**src/rtl/alu_isa_pkg.sv**
```systemverilog
// Shared ISA definitions for the ALU instruction sequencer: field positions,
// op/ext nibble codes, full 8-bit ALU opcodes, FSM encoding and decode payload.
package alu_isa_pkg;

  localparam int unsigned INSTR_W = 16;
  localparam int unsigned OPC_W   = 8;
  localparam int unsigned REG_W   = 4;
  localparam int unsigned IMM_W   = 8;
  localparam int unsigned CNT_W   = 4;

  // Instruction field positions
  localparam int unsigned OP_MSB  = 15;
  localparam int unsigned OP_LSB  = 12;
  localparam int unsigned RD_MSB  = 11;
  localparam int unsigned RD_LSB  = 8;
  localparam int unsigned EXT_MSB = 7;
  localparam int unsigned EXT_LSB = 4;
  localparam int unsigned RS_MSB  = 3;
  localparam int unsigned RS_LSB  = 0;
  localparam int unsigned IMM_MSB = 7;
  localparam int unsigned IMM_LSB = 0;

  // Primary op nibbles with special meaning
  localparam logic [3:0] OP_REG   = 4'h0;
  localparam logic [3:0] OP_SHIFT = 4'h8;

  // ALU function nibbles (ext field for register form, op field for immediate form)
  localparam logic [3:0] X_AND  = 4'h1;
  localparam logic [3:0] X_OR   = 4'h2;
  localparam logic [3:0] X_XOR  = 4'h3;
  localparam logic [3:0] X_ADD  = 4'h5;
  localparam logic [3:0] X_ADDU = 4'h6;
  localparam logic [3:0] X_ADDC = 4'h7;
  localparam logic [3:0] X_SUB  = 4'h9;
  localparam logic [3:0] X_SUBC = 4'hA;
  localparam logic [3:0] X_CMP  = 4'hB;
  localparam logic [3:0] X_MOV  = 4'hD;
  localparam logic [3:0] X_MUL  = 4'hE;

  // Shift ext nibbles under OP_SHIFT
  localparam logic [3:0] X_LSH  = 4'h8;
  localparam logic [3:0] X_ASHU = 4'hF;

  // Full register-form ALU opcodes as seen on the opcode bus
  localparam logic [OPC_W-1:0] OPC_AND  = 8'h01;
  localparam logic [OPC_W-1:0] OPC_OR   = 8'h02;
  localparam logic [OPC_W-1:0] OPC_XOR  = 8'h03;
  localparam logic [OPC_W-1:0] OPC_ADD  = 8'h05;
  localparam logic [OPC_W-1:0] OPC_SUB  = 8'h09;
  localparam logic [OPC_W-1:0] OPC_CMP  = 8'h0B;
  localparam logic [OPC_W-1:0] OPC_MOV  = 8'h0D;
  localparam logic [OPC_W-1:0] OPC_MUL  = 8'h0E;
  localparam logic [OPC_W-1:0] OPC_LSH  = 8'h88;
  localparam logic [OPC_W-1:0] OPC_ASHU = 8'h8F;

  // Sequencer state encoding
  localparam logic [0:0] S_IDLE = 1'b0;
  localparam logic [0:0] S_EXEC = 1'b1;

  // Decoder result for one instruction word
  typedef struct packed {
    logic legal;
    logic rori;
    logic flag_en;
    logic writes;
    logic is_mul;
  } dec_t;

  // True for the function codes shared by register and immediate forms
  function automatic logic is_alu_code(input logic [3:0] code);
    return code inside {X_AND, X_OR, X_XOR, X_ADD, X_ADDU, X_ADDC,
                        X_SUB, X_SUBC, X_CMP, X_MOV, X_MUL};
  endfunction

  // True for the arithmetic codes that update the flag register
  function automatic logic is_flag_code(input logic [3:0] code);
    return code inside {X_ADD, X_ADDU, X_ADDC, X_SUB, X_SUBC, X_CMP, X_MUL};
  endfunction

endpackage

```
**src/rtl/instr_decode.sv**
```systemverilog
// Combinational instruction classifier: legality, operand form, flag/write
// enables and multiply detection for one 16-bit instruction word.
module instr_decode
  import alu_isa_pkg::*;
(
  input  logic [INSTR_W-1:0] i_instr,
  output dec_t               o_dec_c
);

  logic [3:0] w_op;
  logic [3:0] w_ext;

  assign w_op  = i_instr[OP_MSB:OP_LSB];
  assign w_ext = i_instr[EXT_MSB:EXT_LSB];

  // Classify the word; anything not matched stays illegal (all zero)
  always_comb begin
    o_dec_c = '0;
    if (i_instr == '0) begin
      o_dec_c.legal = 1'b1;
    end else if (w_op == OP_REG) begin
      if (is_alu_code(w_ext)) begin
        o_dec_c.legal   = 1'b1;
        o_dec_c.rori    = 1'b0;
        o_dec_c.flag_en = is_flag_code(w_ext);
        o_dec_c.writes  = (w_ext != X_CMP);
        o_dec_c.is_mul  = (w_ext == X_MUL);
      end
    end else if (w_op == OP_SHIFT) begin
      if (w_ext == X_LSH || w_ext == X_ASHU) begin
        o_dec_c.legal  = 1'b1;
        o_dec_c.rori   = 1'b0;
        o_dec_c.writes = 1'b1;
      end else if (w_ext[3:2] == 2'b00) begin
        o_dec_c.legal  = 1'b1;
        o_dec_c.rori   = 1'b1;
        o_dec_c.writes = 1'b1;
      end
    end else if (is_alu_code(w_op)) begin
      o_dec_c.legal   = 1'b1;
      o_dec_c.rori    = 1'b1;
      o_dec_c.flag_en = is_flag_code(w_op);
      o_dec_c.writes  = (w_op != X_CMP);
      o_dec_c.is_mul  = (w_op == X_MUL);
    end
  end

endmodule

```
**src/rtl/alu_instr_sequencer.sv**
```systemverilog
// Fetch-side sequencer: accepts instruction words on a valid/ready handshake
// and drives registered register-file/ALU controls, stretching MUL over
// MUL_LAT cycles with write-back only in the final cycle.
module alu_instr_sequencer
  import alu_isa_pkg::*;
#(
  parameter int unsigned MUL_LAT = 2,
  parameter int unsigned NREGS   = 16
) (
  input  logic               clk,
  input  logic               rst,
  input  logic [INSTR_W-1:0] instr,
  input  logic               instr_valid,
  output logic               instr_ready,
  output logic [NREGS-1:0]   reg_wen,
  output logic [OPC_W-1:0]   opcode,
  output logic [REG_W-1:0]   Rsrc,
  output logic [REG_W-1:0]   Rdest,
  output logic [IMM_W-1:0]   imm,
  output logic               RorI,
  output logic               FlagEn,
  output logic               busy,
  output logic               illegal,
  output logic [15:0]        retired
);

  dec_t w_dec;

  instr_decode u_decode (
    .i_instr (instr),
    .o_dec_c (w_dec)
  );

  logic [0:0]       r_state,    w_state_nxt;
  logic [CNT_W-1:0] r_cnt,      w_cnt_nxt;
  logic             r_ready,    w_ready_nxt;
  logic             r_busy,     w_busy_nxt;
  logic [NREGS-1:0] r_reg_wen,  w_reg_wen_nxt;
  logic [OPC_W-1:0] r_opcode,   w_opcode_nxt;
  logic [REG_W-1:0] r_rsrc,     w_rsrc_nxt;
  logic [REG_W-1:0] r_rdest,    w_rdest_nxt;
  logic [IMM_W-1:0] r_imm,      w_imm_nxt;
  logic             r_rori,     w_rori_nxt;
  logic             r_flag_en,  w_flag_en_nxt;
  logic             r_illegal,  w_illegal_nxt;
  logic [15:0]      r_retired,  w_retired_nxt;
  logic [NREGS-1:0] r_pend_wen, w_pend_wen_nxt;
  logic             r_pend_flg, w_pend_flg_nxt;
  logic             r_retire,   w_retire_nxt;

  logic             w_done;
  logic             w_accept;
  logic [NREGS-1:0] w_onehot;

  // r_ready mirrors (IDLE or last EXEC cycle), so it doubles as the accept gate
  assign w_done   = (r_state == S_EXEC) && (r_cnt == '0);
  assign w_accept = instr_valid && r_ready;
  assign w_onehot = NREGS'(1) << instr[RD_MSB:RD_LSB];

  // Next-state and next-output computation
  always_comb begin
    w_state_nxt    = r_state;
    w_cnt_nxt      = r_cnt;
    w_opcode_nxt   = r_opcode;
    w_rsrc_nxt     = r_rsrc;
    w_rdest_nxt    = r_rdest;
    w_imm_nxt      = r_imm;
    w_rori_nxt     = r_rori;
    w_pend_wen_nxt = r_pend_wen;
    w_pend_flg_nxt = r_pend_flg;
    w_retire_nxt   = r_retire;
    w_retired_nxt  = r_retired;
    w_reg_wen_nxt  = '0;
    w_flag_en_nxt  = 1'b0;
    w_illegal_nxt  = 1'b0;

    // Multi-cycle countdown; enables come up only for the final cycle
    if ((r_state == S_EXEC) && (r_cnt != '0)) begin
      w_cnt_nxt = r_cnt - CNT_W'(1);
      if (r_cnt == CNT_W'(1)) begin
        w_reg_wen_nxt = r_pend_wen;
        w_flag_en_nxt = r_pend_flg;
      end
    end

    // Retire the current instruction and fall back to a cleared IDLE
    if (w_done) begin
      if (r_retire) begin
        w_retired_nxt = r_retired + 16'd1;
      end
      w_state_nxt    = S_IDLE;
      w_opcode_nxt   = '0;
      w_rsrc_nxt     = '0;
      w_rdest_nxt    = '0;
      w_imm_nxt      = '0;
      w_rori_nxt     = 1'b0;
      w_pend_wen_nxt = '0;
      w_pend_flg_nxt = 1'b0;
      w_retire_nxt   = 1'b0;
    end

    // New capture overrides the IDLE fall-back; illegal words load zeroed controls
    if (w_accept) begin
      w_state_nxt    = S_EXEC;
      w_cnt_nxt      = (w_dec.legal && w_dec.is_mul) ? CNT_W'(MUL_LAT - 1) : '0;
      w_opcode_nxt   = w_dec.legal ? {instr[OP_MSB:OP_LSB], instr[EXT_MSB:EXT_LSB]} : '0;
      w_rsrc_nxt     = w_dec.legal ? instr[RS_MSB:RS_LSB] : '0;
      w_rdest_nxt    = w_dec.legal ? instr[RD_MSB:RD_LSB] : '0;
      w_imm_nxt      = w_dec.legal ? instr[IMM_MSB:IMM_LSB] : '0;
      w_rori_nxt     = w_dec.legal && w_dec.rori;
      w_pend_wen_nxt = (w_dec.legal && w_dec.writes) ? w_onehot : '0;
      w_pend_flg_nxt = w_dec.legal && w_dec.flag_en;
      w_retire_nxt   = w_dec.legal;
      w_illegal_nxt  = !w_dec.legal;
      if (w_cnt_nxt == '0) begin
        w_reg_wen_nxt = w_pend_wen_nxt;
        w_flag_en_nxt = w_pend_flg_nxt;
      end
    end

    w_ready_nxt = (w_cnt_nxt == '0);
    w_busy_nxt  = (w_state_nxt == S_EXEC);
  end

  // State and output registers; reset drops any in-flight instruction
  always_ff @(posedge clk) begin
    if (rst) begin
      r_state    <= S_IDLE;
      r_cnt      <= '0;
      r_ready    <= 1'b1;
      r_busy     <= 1'b0;
      r_reg_wen  <= '0;
      r_opcode   <= '0;
      r_rsrc     <= '0;
      r_rdest    <= '0;
      r_imm      <= '0;
      r_rori     <= 1'b0;
      r_flag_en  <= 1'b0;
      r_illegal  <= 1'b0;
      r_retired  <= '0;
      r_pend_wen <= '0;
      r_pend_flg <= 1'b0;
      r_retire   <= 1'b0;
    end else begin
      r_state    <= w_state_nxt;
      r_cnt      <= w_cnt_nxt;
      r_ready    <= w_ready_nxt;
      r_busy     <= w_busy_nxt;
      r_reg_wen  <= w_reg_wen_nxt;
      r_opcode   <= w_opcode_nxt;
      r_rsrc     <= w_rsrc_nxt;
      r_rdest    <= w_rdest_nxt;
      r_imm      <= w_imm_nxt;
      r_rori     <= w_rori_nxt;
      r_flag_en  <= w_flag_en_nxt;
      r_illegal  <= w_illegal_nxt;
      r_retired  <= w_retired_nxt;
      r_pend_wen <= w_pend_wen_nxt;
      r_pend_flg <= w_pend_flg_nxt;
      r_retire   <= w_retire_nxt;
    end
  end

  assign instr_ready = r_ready;
  assign busy        = r_busy;
  assign reg_wen     = r_reg_wen;
  assign opcode      = r_opcode;
  assign Rsrc        = r_rsrc;
  assign Rdest       = r_rdest;
  assign imm         = r_imm;
  assign RorI        = r_rori;
  assign FlagEn      = r_flag_en;
  assign illegal     = r_illegal;
  assign retired     = r_retired;

endmodule

```
**config.mk**
```make
export PLATFORM = sky130hd
export DESIGN_NAME = alu_instr_sequencer
export DESIGN_NICKNAME = d
export VERILOG_FILES = /design/src/rtl/alu_isa_pkg.sv /design/src/rtl/instr_decode.sv /design/src/rtl/alu_instr_sequencer.sv
export SDC_FILE = /design/constraint.sdc
export NUM_CORES = 1
export LEC_CHECK = 0
export CORE_AREA = 2 2 113 71
export CTS_CLUSTER_DIAMETER = 120
export DETAILED_ROUTE_END_ITERATION = 8
export DIE_AREA = 0 0 115 73
export PLACE_DENSITY = 0.7
export SETUP_SLACK_MARGIN = 0.1
export SYNTH_ARGS = -nofsm -noshare
export SYNTH_HDL_FRONTEND = slang
export SYNTH_HIERARCHICAL = 1
export SYNTH_SLANG_ARGS = --single-unit
```
**constraint.sdc**
```tcl
create_clock -name clk -period 6.7 [get_ports clk]
set_input_delay 0.67 -clock clk [delete_from_list [all_inputs] [get_ports clk]]
set_output_delay 0.67 -clock clk [all_outputs]
set_load 0.01 [all_outputs]
```
run_1/m1.png
(4 px per um) Supply wires on this layer in grey. Cells faint in the background.
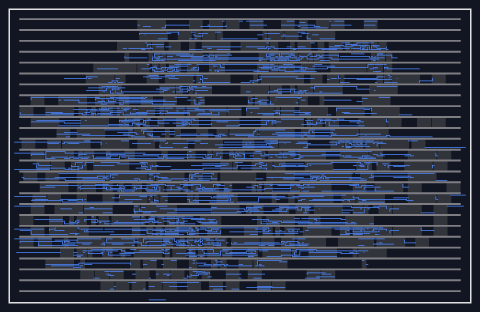
wire length on this layer	4060 um
longest straight run	29.4 um
nets with wire on the layer	385
main direction	horizontal
GRT met1 Usage: 29.1%
DRT Wirelength: 7960 um
vias: 2752

run_1/m2.png
(4 px per um)
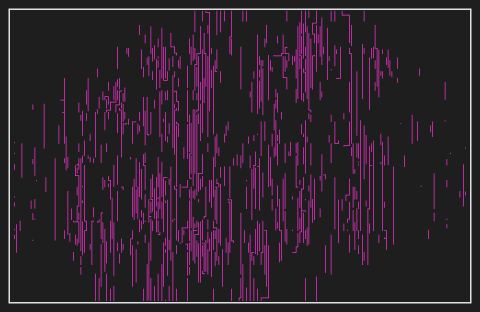
share of all routed wire	41%
main direction	vertical
wire length on this layer	3250 um
nets with wire on the layer	358
longest straight run	27.5 um
M2 GR Usage: 26.3%

run_1/m3.png
(4 px per um) Cells faint in the background.
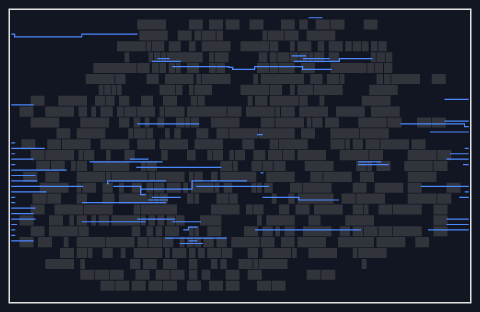
main direction	horizontal
nets with wire on the layer	58
share of all routed wire	7.3%
GR met3 Demand/Resource: 6.48%

==> run 1: Yosys cell counts (9+ instances only) <==
cell / instances
clkbuf_1: 9
nor4_1: 10
buf_4: 9
nand3_1: 13
nor2_1: 47
dfxtp_1: 75
nand2_1: 13
a22o_2: 16
a21oi_1: 17
a22oi_1: 26
==> run 1: state kept, by name, indices dropped and copies added (netlist names), 3 cells and up <==
signal      flops
r_pend_wen     16
reg_wen        16
r_cnt           4
retired        16
opcode          8
Rsrc            3
Rdest           4
==> run 1: metrics by stage <==
step	utilization, %	std cells
3_3_place_gp	52.4	483
6_report	56.6	498
2_1_floorplan	-	338
3_5_place_dp	52.4	483
4_1_cts	56.6	498
5_1_grt	56.6	498
==> run 1: how the worst max path moves through the flow <==
stage,slack (ps),start,to,depth (start not counted)
3_5_place_dp,3100,instr[4],reg_wen[1]$_SDFF_PP0_,7
4_1_cts,3440,instr[4],reg_wen[1]$_SDFF_PP0_,7
2_1_floorplan,4060,instr[4],reg_wen[10]$_SDFF_PP0_,9
5_1_grt,3170,instr[7],reg_wen[13]$_SDFF_PP0_,8
6_report,3430,instr[7],reg_wen[1]$_SDFF_PP0_,7
3_3_place_gp,3190,instr[4],reg_wen[5]$_SDFF_PP0_,7
==> run 1: final cells by class <==
type | instances | area (um^2) | share of cell area [%]
Clock inverter | 6 | 90.1 | 2.12
Inverter | 8 | 30.0 | 0.707
Multi-Input combinational cell | 227 | 1500 | 35.2
Sequential cell | 75 | 1500 | 35.4
Tap cell | 94 | 118 | 2.77
Clock buffer | 9 | 225 | 5.30
Timing Repair Buffer | 79 | 786 | 18.5
==> run 1: logic make-up (layout without fill, tap and decap cells) <==
group                    Yosys count  in the layout
XOR/XNOR                          10             10
AND/OR/NAND/NOR                  128            128
flip-flops                        75             75
multiplexers                       1              1
AND-OR/OR-AND                     85             85
buffers and inverters             36            102
adder cells (fa/ha/maj)            3              3
==> run 1: worst reg2reg max path, cell delays in order, from the launching register on <==
cell	delay (ps)
dfxtp_1	380
inv_1	80
ha_1	250
or4b_4	510
a2111oi_4	920
a22o_2	290
==> run 1: metal layers <==
layer	part of all wire (%)	global-route usage [%]	vias to the layer above
met4	0.88	6.29	0
li1	-	-	1365
met2	41	26.3	98
met5	0	0	-
met3	7.3	6.48	7
met1	51	29.1	1282
==> run 1: power breakdown <==
| part | internal, mW | switching [mW] |
|---|---|---|
| Combinational | 0.0544 | 0.0710 |
| Clock | 0.325 | 0.186 |
| Sequential | 0.459 | 0.0113 |
==> GITHUB_STEP_SUMMARY, run 1 <==
## Synthesis and layout report

| Metric | Value |
|---|---|
| FILL cells | `665` |
| Initial antenna violation count | `0` |
| Cell count in the Yosys report | `338` |
| Final period util | `between 40 and 50%` |
| EDFF count, synth | `0` |
| Cell Chain, Critical Path | `clkdlybuf4s50_1 > nand4_1 > o211a_1 > o311ai_2 > nand2_1 > a2111oi_4 > a22o_2` |
| Vias per cell | `5.53` |
| Congestion Overflow GR | `0` |
| Layout cells sized above 1 | `11.4%` |
| CP max-delay cell | `a2111oi_4` |
| Tool warning count | `27` |
| Floorplan Utilization | `43.0%` |
| Period minus WS final | `3270 ps` |
| Synth warn | `6` |
| Yosys aoi share | `20.9%` |
| Global-route usage over all layers | `19.6%` |
| Area Overhead vs Synth | `31.5%` |
| Slew Viols, Final | `0` |
| FF-to-FF setup slack | `4220 ps` |
| Routed WL per cell | `16.0 um` |
| Final Hold Violation Tally | `0` |
| Floorplan Nets | `360` |
| Synth area leaders | `dfxtp_1 (46%), a22oi_1 (6.0%), nor2_1 (5.5%)` |
| Reg2Reg Depth | `5` |
| Main logic family | `simple AND/OR/NAND/NOR gates` |
| WHS Endpoint | `r_pend_flg$_SDFFE_PP0P_` |
| Largest net degree at the start of global routing | `54` |
| Setup violators final | `0` |
| Port bufs | `79` |
| First-pass GRT wire length | `12800 um` |
| Peak supply drop | `0.000165 V` |
| Hold Buf Count CTS | `0` |
| Drt pass-1 iters | `5` |
| Yosys top cell by area | `dfxtp_1` |
| Status | `completed` |
| DR iter-0 viols | `between 200 and 300` |
| Max Clock Freq | `305 MHz` |
| Hold WS | `between 400 and 500 ps` |
| RR Endpoint | `reg_wen[1]$_SDFF_PP0_` |
| Power per standard cell area | `about 260 nW/um^2` |
| Async SR Flop Fraction | `0%` |
| Number of synthesized register bits | `75` |
| Post-route cell area | `4250 um^2` |
| Mapped Cells | `338` |
| RSZ-0062 raised after global routing | `no` |
| Slew @ Worst Pin | `1120 ps` |
| Hold crit path type | `reg -> reg` |
| Dominant Register Cell | `dfxtp_1` |
| Clk latency late pin | `330 ps` |
| Post CTS Setup Buffer Count | `0` |
| DP Worst Slack | `~3100 ps` |
| Top-area cell type share of the netlist area | `46.5%` |
| Max-Cap Viols | `0` |
| Largest delay share family, worst path | `AND-OR/OR-AND gates` |
| CTS Buf Count | `9` |
| Nets | `422` |
| Hold Path Depth | `1` |
| Clock skew | `4.74 ps` |
| Deepest clock path buffer count | `2` |
| Ports | `~80` |
| Dominant logic cell type in the layout | `clkdlybuf4s50_1` |
| Mapped Avg Cell Area | `9.55 um^2` |
| CTS clk-pin slew, worst paths | `60 ps` |
| Slew HR | `25.5%` |
| Xor/xnor share | `2.71%` |
| TritonCTS clock tree | `built` |
==> run 2: changes to the inputs <==
Settings changed: CORE_AREA 2 2 113 71 to 2 2 114 72, DIE_AREA 0 0 115 73 to 0 0 116 74, PLACE_DENSITY 0.7 to 0.71.
Clock period 6.7 ns to 2.96 ns, I/O delays scaled along.
run_2/m1.png
(4 px per um) Supply wires on this layer in grey. Cells faint in the background.
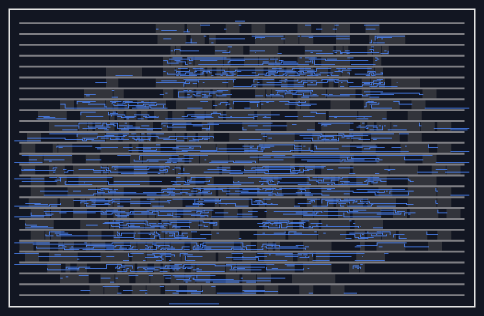
GRT met1 Usage: 27.8%
vias: 2866
DRT Wirelength: 8110 um

run_2/m3.png
(4 px per um) Cells faint in the background.
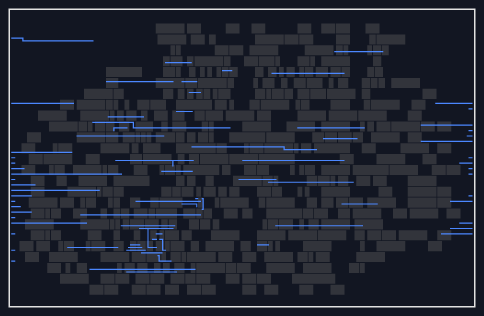
main direction	horizontal
longest straight run	29.9 um
share of all routed wire	8.4%
GR met3 Demand/Resource: 5.87%

run_2/clock_wires.png
(2 px per um)
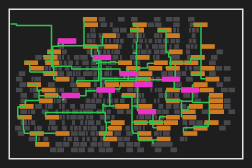
[orange] flip-flops | count: 75
[magenta] clock-net drivers | count: 9
[green] clock wires | length: 867 um
flops lie	widely spread
Clk network pwr share: 44.8%
clk latency late pin: 320 ps

==> run 2 against run 1 <==
Net effect: clock skew fell by 2.1 ps; sequential power rose by 130%; synthesized area did not move; combinational power rose by 150%; critical path type unchanged; highest routed layer unchanged.
==> GITHUB_STEP_SUMMARY, run 2 <==
## Synthesis and layout report

| Metric | Value |
|---|---|
| Setup violators final | `0` |
| Slew Viols, Final | `0` |
| Port bufs | `79` |
| Sw Share | `between 20% and 30%` |
| Status | `completed` |
| Non-Filler Instances | `526` |
| Dominant Register Cell | `dfxtp_1` |
| Congestion Overflow GR | `0` |
| Final period util | `84.2%` |
| Tool warning count | `27` |
| Routed WL per cell | `around 15 um` |
| Floorplan Nets | `360` |
| RSZ-0062 raised after global routing | `no` |
| Synth top cell by count | `dfxtp_1` |
| TritonCTS clock tree | `built` |
| Switch Pwr | `0.622 mW` |
| Deepest clock path buffer count | `2` |
| Global-route usage over all layers | `19.2%` |
| Sequential share of power | `~43%` |
| Inst Count DP | `510` |
| Ports | `80` |
| Post CTS Setup Buffer Count | `0` |
| Period minus WS final | `~2500 ps` |
| Dominant logic cell type in the layout | `clkdlybuf4s50_1` |
| Reg2Reg Depth | `5` |
| CP max-delay cell | `clkdlybuf4s50_1` |
| CP startpoint | `instr[5]` |
| Cell count in the Yosys report | `around 340` |
| Area Overhead vs Synth | `34.9%` |
| Slew @ Worst Pin | `881 ps` |
| Synth warn | `6` |
| Peak supply drop | `0.000276 V` |
| Nets | `435` |
| Clock skew | `2.68 ps` |
| Slew HR | `roughly two fifths` |
| Util after Layout | `between 50% and 60%` |
| FILL cells | `688` |
| FF-to-FF setup slack | `720 ps` |
| Cell Chain, Critical Path | `clkdlybuf4s50_1 > o21a_1 > o211a_1 > o311ai_2 > nand2_1 > nor4_1 > and2_1 > a22o_2` |
| Int Pwr | `approximately 1.9 mW` |
| EDFF count, synth | `0` |
| Final Hold Violation Tally | `0` |
| Area of the multi-input gates | `1500 um^2` |
| Top cell types by occurrence after synthesis | `dfxtp_1 (75), nor2_1 (47), a22oi_1 (26)` |
| Async SR Flop Fraction | `0%` |
## run 2: cell counts after synthesis
Identical to the previous run, type by type.
## run 2: how the worst min path moves through the flow
stage / startpoint / to / slack, ps / depth (start not counted)
2_1_floorplan: r_pend_flg$_SDFFE_PP0P_ / FlagEn$_SDFF_PP0_ / 430 / 2
3_3_place_gp: r_pend_flg$_SDFFE_PP0P_ / FlagEn$_SDFF_PP0_ / 440 / 2
3_5_place_dp: r_pend_flg$_SDFFE_PP0P_ / FlagEn$_SDFF_PP0_ / 450 / 2
4_1_cts: rst / imm[3]$_SDFFE_PP0P_ / 410 / 2
5_1_grt: rst / opcode[1]$_SDFFE_PP0P_ / 420 / 2
6_report: rst / opcode[5]$_SDFFE_PP0P_ / 420 / 2
## run 2: power by group through the flow
| stage | registers, mW | clock network, mW | logic [mW] |
|---|---|---|---|
| finish | 1.06 | 1.11 | 0.309 |
| detailed placement | 1.08 | 0 | 0.304 |
| floorplan | 1.09 | 0 | 0.168 |
| global route | 1.07 | 1.18 | 0.333 |
| global placement | 1.08 | 0 | 0.300 |
| CTS | 1.06 | 1.13 | 0.306 |
## run 2: logic make-up (layout without fill, tap and decap cells)
| family | after synthesis | in the layout | synth area share (%) |
|---|---|---|---|
| muxes | 1 | 1 | 0.349 |
| adders and majority gates | 3 | 3 | 1.16 |
| and+or+nand+nor | 128 | 128 | 21.1 |
| DFF | 75 | 75 | 46.5 |
| buffers and inverters | 36 | 116 | 7.24 |
| AOI/OAI and AO/OA | 85 | 85 | 20.9 |
| xor gates and xnor gates | 10 | 10 | 2.71 |
## run 2: area by class of cell
type,count,area share [%]
flip-flops and latches,75,34.5
multi-input cells,227,34.3
repair buffers,92,20.3
clock buffers,10,5.49
well taps,108,3.10
clock inverters,6,1.64
inverters,8,0.689
## run 2: per-layer routing
| metal | wire, um | part of all wire [%] |
|---|---|---|
| met5 | 0 | 0 |
| met2 | 3450 | 43 |
| met4 | 39 | 0.48 |
| met1 | 3930 | 49 |
| met3 | 677 | 8.4 |
## run 2: worst max-delay path: cells and delay by family
family                 cells  cell delay [ps]
and+or+nand+nor            3              880
AOI/OAI and AO/OA          4             1050
buffers and inverters      1              530
## run 2: per-stage QoR
step                area (um^2)  setup WS [ps]
floorplan                  3230            690
global placement           4050            246
detailed placement         4050            204
CTS                        4360            526
global route               4360            339
finish                     4360            469
==> run 3: changes to the inputs <==
Settings changed: CORE_AREA 2 2 114 72 to 2 2 113 71, DIE_AREA 0 0 116 74 to 0 0 115 73, PLACE_DENSITY 0.71 to 0.7.
Clock period 2.96 ns to 2.5 ns, I/O delays scaled along.
run_3/clock_wires.png
(2 px per um)
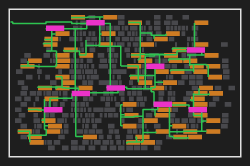
[magenta] clock-net drivers | count: 9
[orange] flip-flops | count: 75
[green] clock wires | length: 902 um
flops lie	widely spread
clock skew: 6.14 ps
clk latency late pin: 330 ps
Clk network pwr share: 42.8%
Power Clock: 1.22 mW

run_3/m2.png
(4 px per um)
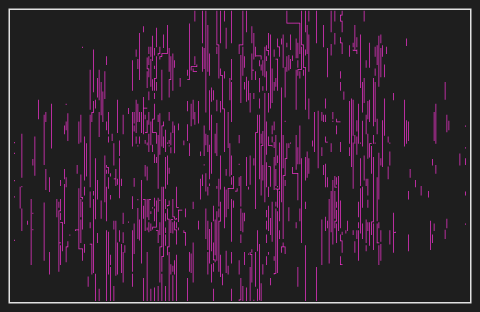
main direction	vertical
nets with wire on the layer	375
M2 GR Usage: 27.6%
DRT Wirelength: 7930 um

run_3/congestion_map.png
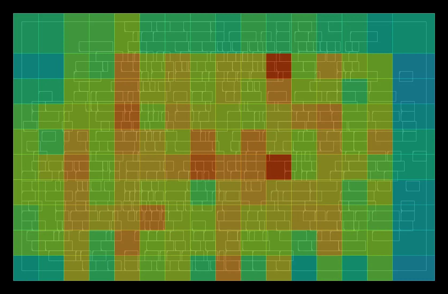
GRT met1 Usage: 27.3%
global-route usage over all layers: 19.4%
Routed WL per cell: 15.1 um
Util after Layout: 59.0%
GR peak layer: met2

==> run 3 against run 2 <==
Net effect: via count decreased by 0.14%; clock skew increased by 3.5 ps; largest power group is now registers; die size decreased by 2.2%.
==> GITHUB_STEP_SUMMARY, run 3 <==
## Synthesis and layout report

| Metric | Value |
|---|---|
| Layout cells sized above 1 | `16.7%` |
| Power per standard cell area | `646 nW/um^2` |
| Cell count in the Yosys report | `~340` |
| Floorplan Nets | `360` |
| Mapped Cells | `between 300 and 400` |
| Dominant logic cell type in the layout | `clkdlybuf4s50_1` |
| Synth area leaders | `dfxtp_1 (46%), a22oi_1 (6.0%), nor2_1 (5.5%)` |
| FILL cells | `663` |
| Tool warning count | `27` |
| CTS Buf Count | `9` |
| Number of synthesized register bits | `between 70 and 80` |
| Ports | `80` |
| Hold Buf Count CTS | `0` |
| Vias per cell | `5.46` |
| Port bufs | `between 70 and 80` |
| FF-to-FF setup slack | `410 ps` |
| Area Overhead vs Synth | `37.0%` |
| EDFF count, synth | `0` |
| Slew @ Worst Pin | `701 ps` |
| RSZ-0062 raised after global routing | `no` |
| CP max-delay cell | `clkdlybuf4s50_1` |
| Chip area | `between 8000 and 9000 um^2` |
| Final Hold Violation Tally | `0` |
| Mapped Avg Cell Area | `9.55 um^2` |
| Peak supply drop | `0.000379 V` |
| Hold_sp | `rst` |
| Slowest stage delay, CP | `about 470 ps` |
| Drt pass-1 iters | `5` |
| WHS Endpoint | `opcode[1]$_SDFFE_PP0P_` |
| DP Worst Slack | `-16.4 ps` |
| RR Endpoint | `retired[14]$_SDFFE_PP0P_` |
| Synth top cell by count | `dfxtp_1` |
| Nets | `around 450` |
| Final period util | `89.4%` |
| Hold crit path type | `in -> reg` |
| Worst Path Buf+Inv | `3` |
| Deepest clock path buffer count | `2` |
| Status | `completed` |
| Hold WS | `346 ps` |
| Top cell types by occurrence after synthesis | `dfxtp_1 (75), nor2_1 (47), a22oi_1 (26)` |
| Slew HR | `roughly 53%` |
| Largest net degree at the start of global routing | `33` |
| Congestion Overflow GR | `0` |
| Floorplan Utilization | `between 40% and 50%` |
| TritonCTS clock tree | `built` |
| Post-synthesis cell area | `3230 um^2` |
| Yosys top cell by area | `dfxtp_1` |
| DR iter-0 viols | `between 100 and 150` |
| Setup TNS | `0 ps` |
| Register area | `1500 um^2` |
| Async SR Flop Fraction | `0%` |
| # DRC | `0` |
| Post CTS Setup Buffer Count | `0` |
| Max-Cap Viols | `0` |
| Vias | `around 2900` |
| Max Clock Freq | `447 MHz` |
| Slew Viols, Final | `0` |
| Top-area cell type share of the netlist area | `46.5%` |
| Area of the multi-input gates | `1500 um^2` |
| Period minus WS final | `2240 ps` |
| Setup violators final | `0` |
| Largest delay share family, worst path | `buffers and inverters` |
| Synth warn | `6` |
| Dominant Register Cell | `dfxtp_1` |
| Reg2Reg Depth | `7` |
| Final WS setup | `264 ps` |
| First-pass GRT wire length | `between 10000 and 15000 um` |
| CTS clk-pin slew, worst paths | `60 ps` |
-- run 3: cell count changes in the layout (fill, tap and decap cells not counted), sizes merged --
cell | before | now
buf | 14 | 26
bufinv | 1 | 0
clkbuf | 10 | 11
clkinv | 0 | 1
clkinvlp | 2 | 3
inv | 11 | 9
-- run 3: worst max-delay path by stage --
| stage | slack [ps] | depth (start not counted) | to | from |
|---|---|---|---|---|
| 2_1_floorplan | 280 | 9 | reg_wen[9]$_SDFF_PP0_ | instr[4] |
| 3_3_place_gp | 10 | 9 | reg_wen[2]$_SDFF_PP0_ | instr[4] |
| 3_5_place_dp | -20 | 8 | reg_wen[5]$_SDFF_PP0_ | instr[4] |
| 4_1_cts | 220 | 6 | r_pend_wen[6]$_SDFFE_PP0P_ | r_cnt[0]$_SDFF_PP0_ |
| 5_1_grt | 190 | 10 | reg_wen[15]$_SDFF_PP0_ | instr[1] |
| 6_report | 260 | 9 | reg_wen[15]$_SDFF_PP0_ | instr[4] |
-- run 3: worst reg2reg max path: cells and delay by family, from the launching register on --
kind | cells | cell delay [ps]
AND/OR/NAND/NOR | 3 | 1010
flip-flops | 1 | 340
AND-OR/OR-AND | 1 | 160
adder cells (fa/ha/maj) | 1 | 250
buffers and inverters | 2 | 270
-- run 3: report_power, final --
part	switching [mW]	internal, mW	total [mW]
logic	0.200	0.177	0.378
clock network	0.497	0.727	1.22
registers	0.0289	1.23	1.26
-- run 3: cell type report --
type	instances	area share (%)
Inverter	8	0.679
Timing Repair Buffer	104	22.3
Tap cell	94	2.66
Clock buffer	11	5.71
Multi-Input combinational cell	227	33.9
Sequential cell	75	33.9
Clock inverter	5	0.820
-- run 3: cell families (layout without fill, tap and decap cells) --
group           after synthesis  count (layout)  synth area share, %
xor+xnor                     10              10                 2.71
compound gates               85              85                 20.9
flops                        75              75                 46.5
buf+inv                      36             128                 7.24
fa+ha+maj                     3               3                 1.16
simple gates                128             128                 21.1
mux                           1               1                0.349
-- run 3: stage by stage --
stage | util (%) | area [um^2] | std cells
4_1_cts | 58.9 | 4420 | 524
3_5_place_dp | 55.0 | 4130 | 508
2_1_floorplan | - | 3230 | 338
5_1_grt | 59.0 | 4430 | 524
3_3_place_gp | 55.0 | 4130 | 508
6_report | 59.0 | 4430 | 524
-- run 3: layer usage --
| metal | wire length, um | up-vias | global-route usage, % | part of all wire [%] |
|---|---|---|---|---|
| met5 | 0 | - | 0 | 0 |
| met4 | 80 | 0 | 6.02 | 1.0 |
| met3 | 548 | 7 | 6.98 | 6.9 |
| met2 | 3230 | 93 | 27.6 | 41 |
| met1 | 4070 | 1350 | 27.3 | 51 |
| li1 | - | 1412 | - | - |
Power is estimated from default activity; no workload was simulated.
